--- src/rtl/multicycle_seq.sv ---
// ---------------------------------------------------------------------------
// multicycle_seq
//
// Control sequencer for a multi-cycle RISC-V style core. It steps through
// FETCH -> DECODE -> EXEC -> (MEM) -> (WB) -> FETCH. Illegal opcodes,
// ecall/ebreak and memory timeouts go to a one-cycle TRAP visit.
//
// Handshake: mem_req is a level request. It is held high in FETCH and MEM
// until mem_ready is sampled high on a rising edge; that cycle completes the
// access. If mem_ready stays low for TIMEOUT+1 consecutive cycles, the
// access is abandoned and the sequencer traps. mem_ready is ignored in all
// other states.
//
// Ports:
//   clk          system clock, rising edge
//   rst          asynchronous active-high reset
//   op_code[6:0] opcode field, valid from DECODE onward
//   f3[2:0]      funct3 field
//   flag         branch condition from the ALU, sampled in EXEC
//   mem_ready    memory completion strobe
//   state[2:0]   current state (FETCH=0 .. TRAP=5), also the debug view
//   mem_req      memory request
//   mem_we       write qualifier for mem_req
//   ir_w         instruction-register load strobe
//   pc_w         PC load strobe
//   pc_s[1:0]    next-PC select (0 pc+4, 1 pc+imm, 2 rs1+imm, 3 trap vector)
//   reg_w        register-file write strobe
//   csr_w        CSR write strobe
//   trap         one-cycle trap pulse
//   timeout_err  sticky: a memory access timed out since reset
// ---------------------------------------------------------------------------
module multicycle_seq #(
    parameter int unsigned TIMEOUT = 15
) (
    input  logic       clk,
    input  logic       rst,
    input  logic [6:0] op_code,
    input  logic [2:0] f3,
    input  logic       flag,
    input  logic       mem_ready,
    output logic [2:0] state,
    output logic       mem_req,
    output logic       mem_we,
    output logic       ir_w,
    output logic       pc_w,
    output logic [1:0] pc_s,
    output logic       reg_w,
    output logic       csr_w,
    output logic       trap,
    output logic       timeout_err
);

    localparam logic [3:0] TMO = 4'(TIMEOUT);

    typedef enum logic [2:0] {
        S_FETCH  = 3'd0,
        S_DECODE = 3'd1,
        S_EXEC   = 3'd2,
        S_MEM    = 3'd3,
        S_WB     = 3'd4,
        S_TRAP   = 3'd5
    } state_t;

    typedef enum logic [3:0] {
        C_R      = 4'd0,
        C_I      = 4'd1,
        C_LOAD   = 4'd2,
        C_STORE  = 4'd3,
        C_BRANCH = 4'd4,
        C_JAL    = 4'd5,
        C_JALR   = 4'd6,
        C_LUI    = 4'd7,
        C_AUIPC  = 4'd8,
        C_SYSTEM = 4'd9
    } cls_t;

    state_t     state_q, state_d;
    logic [3:0] cnt_q, cnt_d;
    cls_t       cls_q, cls_d;
    logic [2:0] f3_q, f3_d;
    logic       terr_q, terr_d;

    logic       dec_legal;
    cls_t       dec_cls;
    logic       wait_expired;

    // Opcode classification, used only in DECODE.
    always_comb begin
        dec_legal = 1'b1;
        dec_cls   = C_R;
        case (op_code)
            7'b0110011: dec_cls = C_R;
            7'b0010011: dec_cls = C_I;
            7'b0000011: dec_cls = C_LOAD;
            7'b0100011: dec_cls = C_STORE;
            7'b1100011: dec_cls = C_BRANCH;
            7'b1101111: dec_cls = C_JAL;
            7'b1100111: dec_cls = C_JALR;
            7'b0110111: dec_cls = C_LUI;
            7'b0010111: dec_cls = C_AUIPC;
            7'b1110011: dec_cls = C_SYSTEM;
            default:    dec_legal = 1'b0;
        endcase
    end

    // A ready arriving on the expiring cycle still wins (no trap).
    assign wait_expired = (cnt_q == TMO) && !mem_ready;

    // Next-state logic. The wait counter is zero in every state other than
    // FETCH/MEM, which clears it on each entry into those states.
    always_comb begin
        state_d = state_q;
        cnt_d   = 4'd0;
        cls_d   = cls_q;
        f3_d    = f3_q;
        terr_d  = terr_q;
        case (state_q)
            S_FETCH: begin
                if (mem_ready) begin
                    state_d = S_DECODE;
                end else if (wait_expired) begin
                    state_d = S_TRAP;
                    terr_d  = 1'b1;
                end else if (cnt_q != 4'hF) begin
                    cnt_d = cnt_q + 4'd1;
                end else begin
                    cnt_d = cnt_q;
                end
            end
            S_DECODE: begin
                f3_d = f3;
                if (!dec_legal) begin
                    state_d = S_TRAP;
                end else begin
                    cls_d = dec_cls;
                    if (dec_cls == C_SYSTEM && f3 == 3'd0) begin
                        state_d = S_TRAP;
                    end else begin
                        state_d = S_EXEC;
                    end
                end
            end
            S_EXEC: begin
                case (cls_q)
                    C_LOAD, C_STORE: state_d = S_MEM;
                    C_BRANCH:        state_d = S_FETCH;
                    default:         state_d = S_WB;
                endcase
            end
            S_MEM: begin
                if (mem_ready) begin
                    state_d = (cls_q == C_STORE) ? S_FETCH : S_WB;
                end else if (wait_expired) begin
                    state_d = S_TRAP;
                    terr_d  = 1'b1;
                end else if (cnt_q != 4'hF) begin
                    cnt_d = cnt_q + 4'd1;
                end else begin
                    cnt_d = cnt_q;
                end
            end
            S_WB:    state_d = S_FETCH;
            S_TRAP:  state_d = S_FETCH;
            default: state_d = S_FETCH;
        endcase
    end

    always_ff @(posedge clk or posedge rst) begin
        if (rst) begin
            state_q <= S_FETCH;
            cnt_q   <= 4'd0;
            cls_q   <= C_R;
            f3_q    <= 3'd0;
            terr_q  <= 1'b0;
        end else begin
            state_q <= state_d;
            cnt_q   <= cnt_d;
            cls_q   <= cls_d;
            f3_q    <= f3_d;
            terr_q  <= terr_d;
        end
    end

    assign state = state_q;

    // Outputs decode from registered state plus flag/mem_ready. rst gates
    // them so a reset in the middle of an access drops the request at once.
    always_comb begin
        mem_req     = 1'b0;
        mem_we      = 1'b0;
        ir_w        = 1'b0;
        pc_w        = 1'b0;
        pc_s        = 2'd0;
        reg_w       = 1'b0;
        csr_w       = 1'b0;
        trap        = 1'b0;
        timeout_err = 1'b0;
        if (!rst) begin
            timeout_err = terr_q;
            case (state_q)
                S_FETCH: begin
                    mem_req = 1'b1;
                    ir_w    = mem_ready;
                end
                S_EXEC: begin
                    if (cls_q == C_BRANCH) begin
                        pc_w = 1'b1;
                        pc_s = flag ? 2'd1 : 2'd0;
                    end
                end
                S_MEM: begin
                    mem_req = 1'b1;
                    mem_we  = (cls_q == C_STORE);
                    pc_w    = mem_ready && (cls_q == C_STORE);
                end
                S_WB: begin
                    reg_w = 1'b1;
                    pc_w  = 1'b1;
                    case (cls_q)
                        C_JAL:   pc_s = 2'd1;
                        C_JALR:  pc_s = 2'd2;
                        default: pc_s = 2'd0;
                    endcase
                    csr_w = (cls_q == C_SYSTEM) && (f3_q != 3'd0);
                end
                S_TRAP: begin
                    trap = 1'b1;
                    pc_w = 1'b1;
                    pc_s = 2'd3;
                end
                default: begin
                end
            endcase
        end
    end

endmodule

--- config.mk ---
export PLATFORM = sky130hd
export DESIGN_NAME = multicycle_seq
export DESIGN_NICKNAME = d
export VERILOG_FILES = /design/src/rtl/multicycle_seq.sv
export SDC_FILE = /design/constraint.sdc
export NUM_CORES = 1
export LEC_CHECK = 0
export CORE_MARGIN = 10
export CORE_UTILIZATION = 45
export DETAILED_ROUTE_END_ITERATION = 12
export PLACE_DENSITY = 0.84
export SLEW_MARGIN = 20
export SYNTH_ARGS = -nofsm -noshare
export SYNTH_HDL_FRONTEND = slang
export SYNTH_SLANG_ARGS = --single-unit
--- constraint.sdc ---
create_clock -name clk -period 1.8 [get_ports clk]
set_clock_uncertainty 0.2 [all_clocks]
set_input_delay 0.27 -clock clk [delete_from_list [all_inputs] [get_ports clk]]
set_output_delay 0.27 -clock clk [all_outputs]
set_load 0.005 [all_outputs]
run_1/port_trees.png
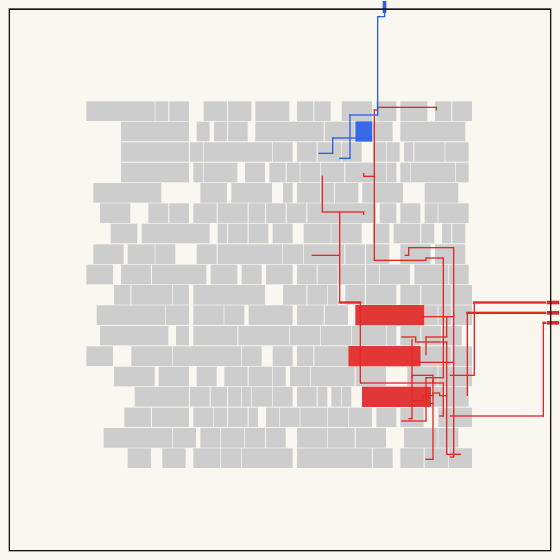
red -> `state`  # bits 3, direction output, edge right, end cells 3, wire 302 µm
blue -> `timeout_err`  # bits 1, direction output, edge top, end cells 1, wire 34.8 µm
Ports: 27
Port Buffer Count: 26

run_1/placed.png
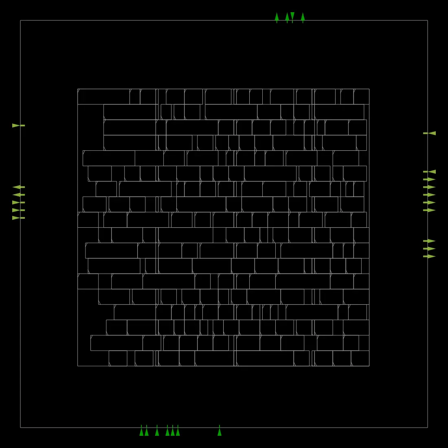
flop share of the area: 17.3%
post-layout utilization of the core: 86.8%
row count: 18
final non-filler cell total: 240
Core ar.: 2520 µm²

run_1/m3.png
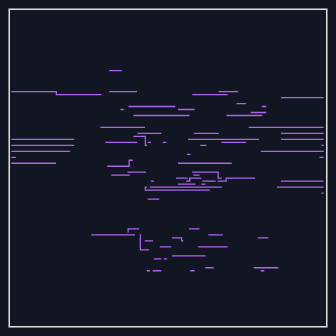
share of all routed wire = 7.7%
main direction = horizontal
Total Wirelength: 5.44 mm
grt met3 use: 5.03%

run 1: path summary, 6_finish.rpt:
kind | depth (start not counted) | to | slack, ps
worst max-delay path | 6 | pc_w | -460
worst min register to register | 1 | cnt_q[0] | 270
worst max register to register | 7 | state[2] | -260
min in group clk | 1 | cnt_q[0] | 270
worst min-delay path | 4 | state[2] | 160
max in group asynchronous | 4 | terr_q | 1010
run 1: power by group through the flow:
stage	combinational, W	sequential (W)	clock (W)
2_1_floorplan	0.000476	0.000520	0
3_3_place_gp	0.000974	0.000488	0
3_5_place_dp	0.00103	0.000499	0
4_1_cts	0.00145	0.000504	0.000195
5_1_grt	0.00172	0.000532	0.000213
6_report	0.00164	0.000523	0.000200
==> run summary, run 1 <==
flow finished, numbers: outcome finished, violations left, failing checks setup timing, clock tree buffer depth 2, Post-Synth Simple-Gate Area around 29%, Worst R2R Start state[1], filler cell count roughly 120, RSZ-0062 raised after global routing true, width of the chip ~72 µm, Synth Seq Share a little under a third, largest cell class by area multi-input combinational cells, Fmax 443 MHz, PwrDens approximately 1100 nW/µm², Worst path slowest cell dfrtp_1, Setup TNS -3680 ps, diode count 0, slowest cell delay on critical path between 400 and 500 ps, Initial DRC Count approximately 120, Clk pwr share ~8.5%, final worst-path cycle share 125%, number of global-route vias before repair roughly 1600, CTS Hold Bufs 0, max-cap violation count 0, top cells, area dfrtp_1 31%, ha_1 4.1%, mux2_2 3.7%, Vias/cell roughly 6.4, Hold Vio Cnt, Final 0, P_int about 0.0014 W, die y size 72.0 µm, Floorplan Utilization approximately half, CTS Root Cell clkbuf_4, pin count of the biggest net entering global routing 13, flip-flops with a built-in enable 0, XOR Share, Synth between 2 and 2.5%, yosys warning tally 0, TAP cells 30, min cycle time layout roughly 2300 ps, Cell Type Count around 53, register clock-pin slew on the reported worst setup and hold paths about 100 ps, Worst VDD drop about 0.001 V, count of buffer and inverter cells on the critical path 2, Final Setup Violations 20, clk ins delay skew pair roughly 290 ps, syn avg cell area a little over 9 µm², non-clock buffer count ~80, tool warnings 30, uppermost routed layer met4, Top Layout Cells 38 x buf_4, 17 x buf_6, 13 x dfrtp_1, Power Total 0.00236 W, ys async rst share 100%, Leak approximately 1.0 nW, WS Path Type reg -> out, Top cell excl fill/tap buf_4, GRT Total Usage 19.1%, Fin Hold WS between 150 and 200 ps, mi-comb count 104, fraction of area in multi-input gates about 47%, Synth Area in Adders slightly above 4%, yosys cell count roughly 130, Setup WS post-layout -459 ps, crit path from state[1]
==> run 2, diff against run 1 <==
- CTS_CLUSTER_SIZE: default -> 30
- GPL_ROUTABILITY_DRIVEN: default -> 1
==> run 2 against run 1 <==
The flow still finishes with violations (setup timing). Fmax unchanged. Power is the same. Utilization did not move. Design area did not move. Sequential cell count did not move. Count of clock-buffer cells in the layout stayed put. Synthesized area did not move. Sequential share of layout area is the same. Combinational power is essentially flat. Clock power about the same. Largest power group unchanged.
==> run summary, run 2 <==
flow finished, numbers: outcome finished, violations left (unchanged), failing checks setup timing (unchanged), Floorplan Utilization 48.2% (unchanged), Crit Reg-Reg Endpoint state[2] (unchanged), Critical Path AT 1790 ps (about the same), grt met3 use 5.03% (unchanged), post-CTS setup buffer count 16 (unchanged), count of buffer and inverter cells on the critical path 2 (unchanged), RSZ-0062 raised after global routing true (unchanged), CTS Buf Count 3 (unchanged), row count 18 (unchanged), Worst path slowest cell dfrtp_1 (unchanged), Final Setup Violations 20 (unchanged), slowest cell delay on critical path 420 ps (about the same), number of global-route vias before repair 1607 (unchanged), Worst VDD drop 0.000988 V (unchanged), Leak 1.01 nW (unchanged), Power Total 0.00236 W (unchanged), die y size 72.0 µm (unchanged), PwrDens 1080 nW/µm² (unchanged), Fmax 443 MHz (unchanged), clock tree buffer depth 2 (unchanged), Top cell excl fill/tap buf_4 (unchanged), Reg2Reg Depth 7 (unchanged), Max-slew headroom 70.8% (unchanged), WS Path Type reg -> out (unchanged), final worst-path cycle share 125% (unchanged), Ports 27 (unchanged), Critical Path Sink Type output port (unchanged), yosys warning tally 0 (unchanged), CTS tree done (unchanged), Initial DRC Count 115 (unchanged), ys async rst share 100% (unchanged), yosys cell count 132 (unchanged), min cycle time layout 2260 ps (unchanged), Core ar. 2520 µm² (unchanged), top cells, area dfrtp_1 31%, ha_1 4.1%, mux2_2 3.7% (unchanged), register clock-pin slew on the reported worst setup and hold paths 100 ps (about the same), Setup crit end pc_w (unchanged), Synth Seq Share 30.9% (unchanged), post-layout utilization of the core 86.8% (unchanged), width of the chip 72.0 µm (unchanged), Fin Hold WS 160 ps (unchanged), Total Wirelength 5.44 mm (unchanged), diode count 0 (unchanged), CTS Hold Bufs 0 (unchanged), Top Layout Cells 38 x buf_4, 17 x buf_6, 13 x dfrtp_1 (unchanged), Worst R2R Start state[1] (unchanged), Vias/cell 6.37 (unchanged), flip-flops with a built-in enable 0 (unchanged), Hold Vio Cnt, Final 0 (unchanged), Setup TNS -3680 ps (unchanged), Cell Type Count 53 (unchanged), pin count of the biggest net entering global routing 13 (unchanged), M1 GR Usage 21.5% (unchanged), clk ins delay skew pair 290 ps (about the same), uppermost routed layer met4 (unchanged), register-to-register setup slack -260 ps (about the same), Stages on worst setup path 6 (unchanged), Port Buffer Count 26 (unchanged), CTS Root Cell clkbuf_4 (unchanged), final non-filler cell total 240 (unchanged), Setup WS post-layout -459 ps (unchanged), tool warnings 30 (unchanged), crit path from state[1] (unchanged), max-cap violation count 0 (unchanged), Met2 Wirelength 2.61 mm (unchanged)
## run 2: cells by family (layout without fill, tap and decap cells)
logic type,after synthesis,count (layout),synth area share [%]
and+or+nand+nor,55,55,28.8
AOI/OAI and AO/OA,35,35,22.1
DFF,15,15,30.9
buffers and inverters,13,91,5.66
muxes,7,7,6.18
adders and majority gates,4,4,4.12
xor gates and xnor gates,3,3,2.16
## run 2: final cells by class
class	instances	area, µm²	share of cell area, %
Multi-Input combinational cell	104	1020	46.6
Timing Repair Buffer	81	703	32.1
Sequential cell	15	378	17.3
Tap cell	30	37.5	1.71
Clock buffer	4	26.3	1.20
Inverter	6	25.0	1.14
## run 2: report_power, final
part	switching, W	internal, W	total, W
logic	0.000785	0.000851	0.00164
registers	0.0000849	0.000438	0.000523
clock network	0.000114	0.0000860	0.000200
total	0.000984	0.00138	0.00236
run_2/placed.png
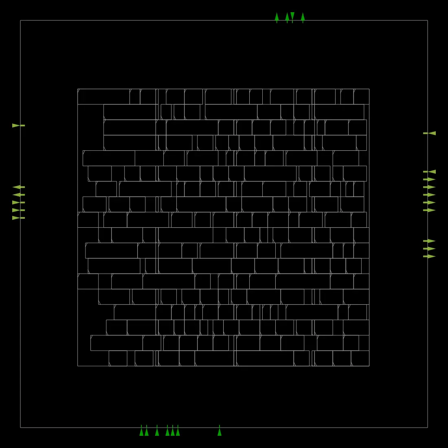
TAP cells: 30
seq_cells: 15
filler cell count: 119

Power figures rest on the tool's default switching activity, not on a simulated workload.
